$ cat src/rtl/elevator_scheduler.sv
// elevator_scheduler: LOOK-algorithm floor-call latch plus car motion and door-dwell sequencer.
// Build macro DOOR_REOPEN_EN: a call for the current floor during dwell restarts the door timer.
module elevator_scheduler #(
  parameter int unsigned FLOORS     = 8,
  parameter int unsigned FLOOR_W    = 3,
  parameter int unsigned MOVE_TICKS = 4,
  parameter int unsigned DOOR_TICKS = 16
) (
  input  logic               clk,
  input  logic               rst_n,
  input  logic               tick,
  input  logic [FLOORS-1:0]  req,
  output logic [FLOORS-1:0]  pending,
  output logic [FLOOR_W-1:0] floor,
  output logic [1:0]         dir,
  output logic               moving,
  output logic               door_open,
  output logic               arrive
);
  localparam int unsigned MAX_TICKS = (DOOR_TICKS > MOVE_TICKS) ? DOOR_TICKS : MOVE_TICKS;
  localparam int unsigned CNT_W     = $clog2(MAX_TICKS + 1);
  localparam logic [CNT_W-1:0] MOVE_LAST = CNT_W'(MOVE_TICKS - 1);
  localparam logic [CNT_W-1:0] DOOR_LAST = CNT_W'(DOOR_TICKS - 1);

  localparam logic [1:0] IDLE = 2'd0;
  localparam logic [1:0] MOVE = 2'd1;
  localparam logic [1:0] DOOR = 2'd2;

  localparam logic [1:0] DIR_DOWN = 2'd0;
  localparam logic [1:0] DIR_IDLE = 2'd1;
  localparam logic [1:0] DIR_UP   = 2'd2;

  logic [1:0]         state, state_n;
  logic [FLOOR_W-1:0] floor_n;
  logic [1:0]         dir_n;
  logic [CNT_W-1:0]   cnt, cnt_n;
  logic [FLOORS-1:0]  pending_n, clear, req_mask;
  logic               arrive_n;
  logic               above, below;

  // Outstanding calls strictly above / below the car
  always_comb begin
    above = 1'b0;
    below = 1'b0;
    for (int unsigned i = 0; i < FLOORS; i++) begin
      if (pending[i] && (FLOOR_W'(i) > floor)) above = 1'b1;
      if (pending[i] && (FLOOR_W'(i) < floor)) below = 1'b1;
    end
  end

  always_comb begin
    state_n  = state;
    floor_n  = floor;
    dir_n    = dir;
    cnt_n    = cnt;
    clear    = '0;
    req_mask = '0;
    arrive_n = 1'b0;

    case (state)
      IDLE: begin
        if (pending[floor]) begin
          state_n = DOOR;
        end else if (above) begin
          state_n = MOVE;
          dir_n   = DIR_UP;
        end else if (below) begin
          state_n = MOVE;
          dir_n   = DIR_DOWN;
        end else begin
          dir_n   = DIR_IDLE;
        end
      end

      MOVE: begin
        if (tick) begin
          if (cnt == MOVE_LAST) begin
            cnt_n   = '0;
            floor_n = (dir == DIR_UP) ? floor + FLOOR_W'(1) : floor - FLOOR_W'(1);
            if (pending[floor_n]) state_n = DOOR;
          end else begin
            cnt_n = cnt + CNT_W'(1);
          end
        end
      end

      DOOR: begin
`ifdef DOOR_REOPEN_EN
        if (req[floor]) begin
          cnt_n           = '0;
          arrive_n        = 1'b1;
          req_mask[floor] = 1'b1;
        end else
`endif
        if (tick) begin
          if (cnt == DOOR_LAST) begin
            cnt_n = '0;
            // Keep sweeping down only when already heading down; otherwise up wins
            if (dir == DIR_DOWN && below) begin
              state_n = MOVE;
              dir_n   = DIR_DOWN;
            end else if (above) begin
              state_n = MOVE;
              dir_n   = DIR_UP;
            end else if (below) begin
              state_n = MOVE;
              dir_n   = DIR_DOWN;
            end else begin
              state_n = IDLE;
              dir_n   = DIR_IDLE;
            end
          end else begin
            cnt_n = cnt + CNT_W'(1);
          end
        end
      end

      default: state_n = IDLE;
    endcase

    // Door entry serves the arrival floor, overriding a same-cycle call
    if (state_n == DOOR && state != DOOR) begin
      arrive_n       = 1'b1;
      clear[floor_n] = 1'b1;
    end
    if (state_n != state) cnt_n = '0;

    pending_n = (pending | (req & ~req_mask)) & ~clear;
  end

  always_ff @(posedge clk or negedge rst_n) begin
    if (!rst_n) begin
      state     <= IDLE;
      floor     <= '0;
      dir       <= DIR_IDLE;
      cnt       <= '0;
      pending   <= '0;
      moving    <= 1'b0;
      door_open <= 1'b0;
      arrive    <= 1'b0;
    end else begin
      state     <= state_n;
      floor     <= floor_n;
      dir       <= dir_n;
      cnt       <= cnt_n;
      pending   <= pending_n;
      moving    <= (state_n == MOVE);
      door_open <= (state_n == DOOR);
      arrive    <= arrive_n;
    end
  end

endmodule

$ cat config.mk
export PLATFORM = sky130hd
export DESIGN_NAME = elevator_scheduler
export DESIGN_NICKNAME = d
export VERILOG_FILES = /design/src/rtl/elevator_scheduler.sv
export SDC_FILE = /design/constraint.sdc
export NUM_CORES = 1
export LEC_CHECK = 0
export ABC_AREA = 0
export CAP_MARGIN = 5
export CORE_MARGIN = 4
export CORE_UTILIZATION = 55
export DETAILED_ROUTE_END_ITERATION = 8
export GPL_ROUTABILITY_DRIVEN = 1
export PLACE_DENSITY = 0.83
export SLEW_MARGIN = 20
export SYNTH_ARGS = -nofsm -noshare
export SYNTH_HDL_FRONTEND = slang
export SYNTH_SLANG_ARGS = --single-unit
$ cat constraint.sdc
create_clock -name clk -period 5.8 [get_ports clk]
set_input_delay 0.58 -clock clk [delete_from_list [all_inputs] [get_ports clk]]
set_output_delay 0.58 -clock clk [all_outputs]
set_load 0.005 [all_outputs]
Fig. 1: run 1, supply network
Drawn at 8 px/um. Pins as bars on the die edge. Tap cells in gray.
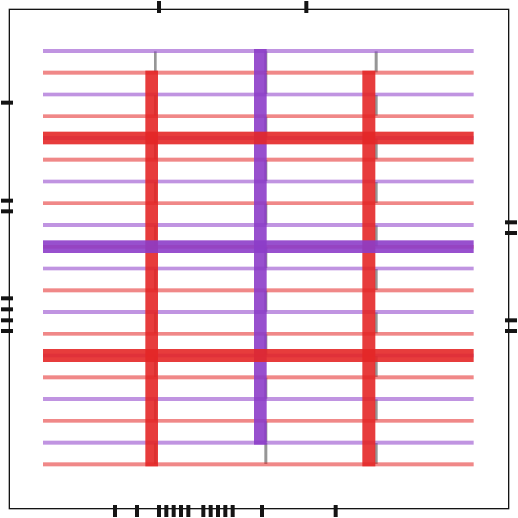
| color | net |
|---|---|
| red | VSS |
| purple | VDD |
tap cells: 31
rows: 19
DIE WIDTH: 62.2 um
maximum vdd drop: 0.000289 V

Fig. 2: run 1, cells colored by class
Drawn at 8 px/um. Fill, decap, tap and diode cells in gray.
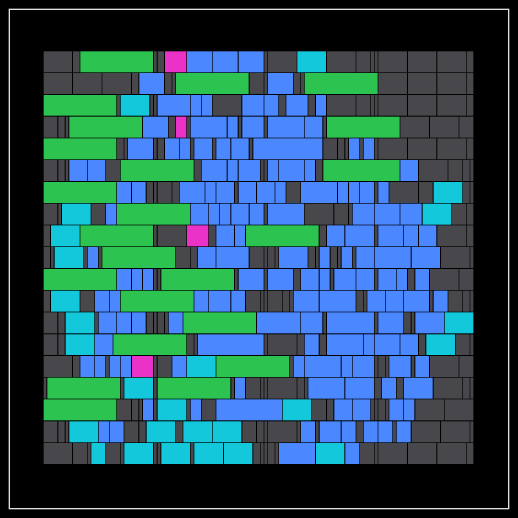
| color | class | cells |
|---|---|---|
| magenta | clock drivers and dummy loads | 4 |
| cyan | other buffers and delay cells | 26 |
| blue | all other logic | 147 |
| green | flip-flops | 23 |
Seq area share: 0.302
Post-Route Utilization: 0.686
design area: 0.00191 mm^2
std cell rows: 19

==> notes.md, run 1 <==
fresh numbers from the pnr run: Setup Viol. Count Final=0, Worst Path Required=5.99 ns, ys async rst share=1.00, quantity of gates resized following cts=0, H-tree Lvls=1, Final Hold Slack=0.206 ns, most numerous logic cell after layout=clkdlybuf4s50_1, type of the worst setup path=flip-flop to flip-flop, top layer in use=met4, top cells by count, synth=22 x dfrtp_1, 20 x nor2_1, 18 x a21oi_1, fill count=218, clock-pin slew on the worst setup and hold paths=0.13 ns, Num CTS Buffers=3, WL/cell=17.4 um, Final WS setup=3.00 ns, met2 usage=0.330, Comb. pwr=0.278 mW, Clock buf/inv share=0.0138, max-cap violations=0, pre-CTS setup slack=3.04 ns, outcome=complete, no violations, Core Footprint=0.00278 mm^2, M3 GR Usage=0.0234, r2r setup slk=3.00 ns, via/cell ratio=6.51, Placed Cells=227, Design Power=0.594 mW, setup TNS=0 ns, met1 wire length=1.72 mm, Routability Congestion=0.935, num tapcells=31, input/output buffers=26, Logic Gate Count=140, Cells after Synth=175, Non-clock inverters=7, met3 wire length=252 um, Worst Clk Skew=0.00891 ns, startpoint types=flip-flop, chip area line of the yosys report=0.00162 mm^2, Diodes inserted=0, vias in the first global route=1395, sequential power share=0.405, crit path capture=pending[7]$_DFF_PN0_
Fig. 3: run 1, clock wires, drivers and flops
Drawn at 6 px/um.
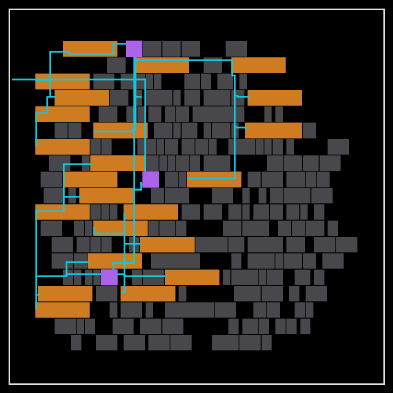
[purple] cells driving clock nets | count: 3
[cyan] clock wires | length: 284 um
[orange] flip-flops | count: 23
routed clock nets: 4
Latency at later pin: 0.32 ns
clock share of power: 0.127
P_clk: 0.0751 mW

Fig. 4: run 1, routing congestion
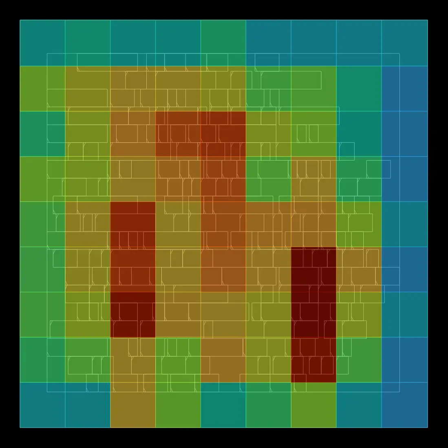

==> run 2: changes to the inputs <==
CORE_UTILIZATION = 53   (was 55)
PLACE_DENSITY = 0.81   (was 0.83)
clock period = 2.8 ns   (was 5.8 ns; I/O delays follow)
Fig. 5: run 2, routing congestion
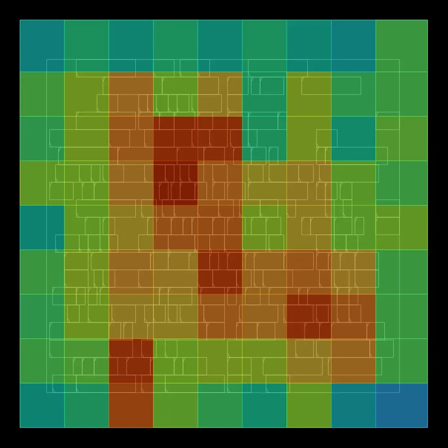
M3 GR Usage: 0.0284
WL/cell: 17.8 um
Top Usage Layer GRT: met2

==> notes.md, run 2 <==
fresh numbers from the pnr run: outcome=complete, no violations, ys async rst share=1.00 (unchanged), chip area line of the yosys report=0.00162 mm^2 (unchanged), met2 usage=0.366 (+0.0360), sequential power share=0.399 (-0.006), met3 wire length=274 um (+8.7%), Non-clock inverters=7 (unchanged), max-cap violations=0 (unchanged), Cells after Synth=175 (unchanged), Seq area share=0.298 (-0.00391), top layer in use=met4, maximum vdd drop=0.000492 V (+70%), H-tree Lvls=1 (unchanged), Design Power=1.25 mW (+110%), vias in the first global route=1461 (+4.7%), quantity of gates resized following cts=0 (unchanged), Worst Clk Skew=0.00228 ns (-0.00663 ns), num tapcells=31 (unchanged), Routability Congestion=1.03 (+10%), fill count=229 (+5.0%), Setup Viol. Count Final=0 (unchanged), via/cell ratio=6.40 (-1.7%), Worst Path Required=3.00 ns (-2.99 ns)
Fig. 6: run 2, clock wires, drivers and flops
Drawn at 6 px/um.
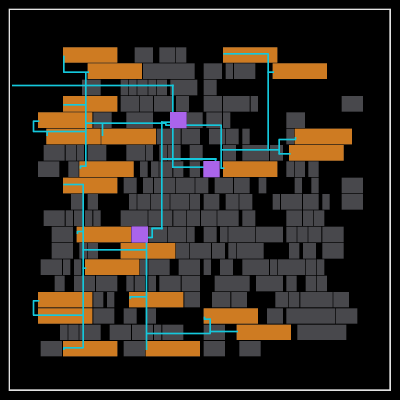
[orange] flip-flops | count: 23
[purple] cells driving clock nets | count: 3
[cyan] clock wires | length: 297 um
routed clock nets: 4
clock share of power: 0.126
Latency at later pin: 0.31 ns

No activity file was given, so power comes from the tool's default toggle rates.
